**Power grid**

(3 px per um) Pins as bars on the die edge.
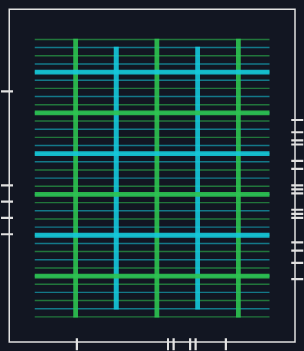
**Placement by cell class**

(2 px per um) Fill, decap, tap and diode cells in grey.
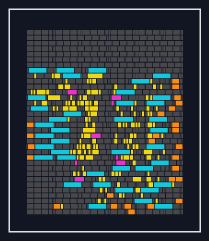
**Clock network drawn from the DEF**

(4 px per um)
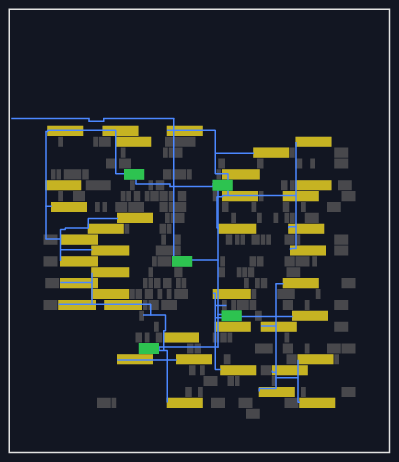
==> config.mk <==
export PLATFORM = sky130hd
export DESIGN_NAME = keypad_scan_ctrl
export DESIGN_NICKNAME = d
export VERILOG_FILES = /design/src/rtl/keypad_pkg.sv /design/src/rtl/keypad_scan_ctrl_sync2.sv /design/src/rtl/keypad_scan_ctrl.sv
export SDC_FILE = /design/constraint.sdc
export NUM_CORES = 1
export LEC_CHECK = 0
export ABC_AREA = 1
export CAP_MARGIN = 15
export CELL_PAD_IN_SITES_DETAIL_PLACEMENT = 0
export CELL_PAD_IN_SITES_GLOBAL_PLACEMENT = 1
export CORE_ASPECT_RATIO = 1.2
export CORE_MARGIN = 8
export CORE_UTILIZATION = 24
export DETAILED_ROUTE_END_ITERATION = 8
export GPL_TIMING_DRIVEN = 0
export PLACE_DENSITY = 0.56
export REMOVE_ABC_BUFFERS = 1
export SYNTH_ARGS = -nofsm -noshare
export SYNTH_HDL_FRONTEND = slang
export SYNTH_SLANG_ARGS = --single-unit
==> constraint.sdc <==
create_clock -name clk -period 3.9 [get_ports clk]
set_input_delay 0.78 -clock clk [delete_from_list [all_inputs] [get_ports clk]]
set_output_delay 0.78 -clock clk [all_outputs]
set_load 0.01 [all_outputs]
==> results_slide.txt <==
Flow Results at a Glance

STA
  – Setup violation total in the final timing report: 0
  – Period minus WS final: 2220 ps
  – Slew headroom: 45.3%
  – Actual slew at the worst max-slew pin: just over 800 ps
  – Upper clock frequency limit: between 0.4 and 0.5 GHz

Clock network
  – Largest buffer count on any clock path: 2
  – Clock tree from TritonCTS: built
  – H-tree depth: 2
  – Post-CTS Repair Setup Buffers: 0
  – Count of clock tree sinks: 39
  – Number of buffers added by the clock tree synthesis step: 5

Setup path
  – Slowest stage cell, crit path: dfstp_2
  – Largest fanout of any net on the critical path: 6
  – Class of the most critical setup path: reg2out
  – Nature of the critical path startpoint: flip-flop
  – Critical path buffers and inverters: 1
  – Depth of the worst register-to-register path: 5
  – Largest stage delay on the critical path: 590 ps
  – Required arrival time at the worst endpoint: 3120 ps

Routing
  – Average wire per cell in the routed design: roughly 12 um
  – Post-detailed-route via-to-cell ratio: 4.21
  – Number of vias after detailed routing: 1263
  – Remaining antenna violation count after routing: 0
  – 1st-iter DRT viols: 79

GRT
  – Vias in the first global route: 1352
  – Initial antenna violation count: 0

Logic synthesis
  – Top area contributor share: 39.3%
  – Top cells by count, synth: nand2_1, dfrtp_1, inv_1, o21ai_0
  – Post-synth area from yosys stat: 1780 sq um
  – Mean post-synth cell area: 9.86 sq um
  – Cell Area, Synth: 1780 sq um
  – Cell accounting for the most synthesized area: dfrtp_1
  – FFs w/ async S/R, synth: 100%
  – Count of yosys warnings during synthesis: 0
  – Number of unique standard cell types used by synthesis: 31

Pwr
  – Sw Pwr: 364 uW
  – Sw frac: 35.0%
  – Pwr/cell area: 474 nW/um^2

Layout
  – Fraction of layout instances using a drive strength above 1: 18.1%
  – Nets: 216

Die
  – Ports placed on the boundary: 27

Placed design
  – Buffers added on ports: 26
  – Half-perimeter wire length of the detailed placement result: 2.52 mm

Job
  – Number of warnings in the stage logs: 25
  – Max-cap violations: 0

Status
  – Result of the run: complete, no violations
-- 'power grid' (at the start) --
legend:
  VDD:
    colour: cyan
  VSS:
    colour: green
met4 straps: 5
met1 rails: 35
horizontal die size: 94.7 um
Die Y: 110 um
largest voltage drop on the vdd net: 0.000199 V
placeable core area: 7230 sq um

-- 'placement by cell class' (at the start) --
legend:
  remaining buffers and delay cells:
    colour: orange
    cells: 26
  registers:
    colour: cyan
    cells: 39
  clock drivers and dummy loads:
    colour: magenta
    cells: 8
  remaining logic cells:
    colour: yellow
    cells: 137
final design instance area without fill: 2200 sq um
sequential share of cell area: 45.0%
share of the core filled with cells in the final layout: 30.4%
num rows: 34

-- 'clock network drawn from the DEF' (at the start) --
legend:
  clock-net drivers:
    colour: green
    count: 5
  flip-flops:
    colour: yellow
    count: 39
  clock wires:
    colour: blue
    length: 557 um
routed clock nets: 6
clock power share: 24.8%
clock latency of the later-clocked register in the worst-skew pair: 290 ps

-- metrics by stage --
step | setup slack, ps | instance area [sq um] | hold slack, ps | total power, mW
after floorplan | 2250 | 1740 | 345 | 0.729
after global placement | 1330 | 2120 | 346 | 0.795
after detailed placement | 1990 | 2120 | 347 | 0.796
after CTS | 1660 | 2200 | 357 | 1.06
after global routing | 1600 | 2200 | 356 | 1.13
final | 1680 | 2200 | 357 | 1.04
-- layer usage --
metal	global-route usage, %	vias up	part of all wire (%)
li1	-	654	-
met1	9.15	575	47
met2	11.9	28	45
met3	2.71	6	6.8
met4	3.76	0	2.1
met5	0	-	0
-- kinds of logic after synthesis --
logic type	share of synthesized area [%]
flops	55.5
xor+xnor	1.96
simple gates	24.9
fa+ha+maj	0.701
compound gates	10.4
buf+inv	6.52
-- cell usage in the layout (no fill, tap or decap), types with 6 or more instances in the layout --
master and n:
nand2_1 40, dfrtp_1 28, clkdlybuf4s50_1 26, o21ai_0 16
inv_1 15, nor2_1 12, nand3_1 12, dfstp_2 11
o31ai_1 6
-- layout make-up --
cell class | instances | area (sq um) | area share (%)
sequential | 39 | 990 | 45.0
multi-input combinational | 118 | 678 | 30.9
timing repair buffer | 26 | 260 | 11.8
tap | 90 | 113 | 5.13
clock buffer | 8 | 80.1 | 3.64
inverter | 19 | 76.3 | 3.47
-- power by group through the flow --
stage	Combinational, mW	Sequential [mW]	Clock (mW)
final	0.254	0.530	0.258
after global routing	0.300	0.541	0.293
after CTS	0.260	0.531	0.273
after detailed placement	0.259	0.538	0
after global placement	0.255	0.539	0
after floorplan	0.211	0.518	0
Power is estimated from default activity; no workload was simulated.
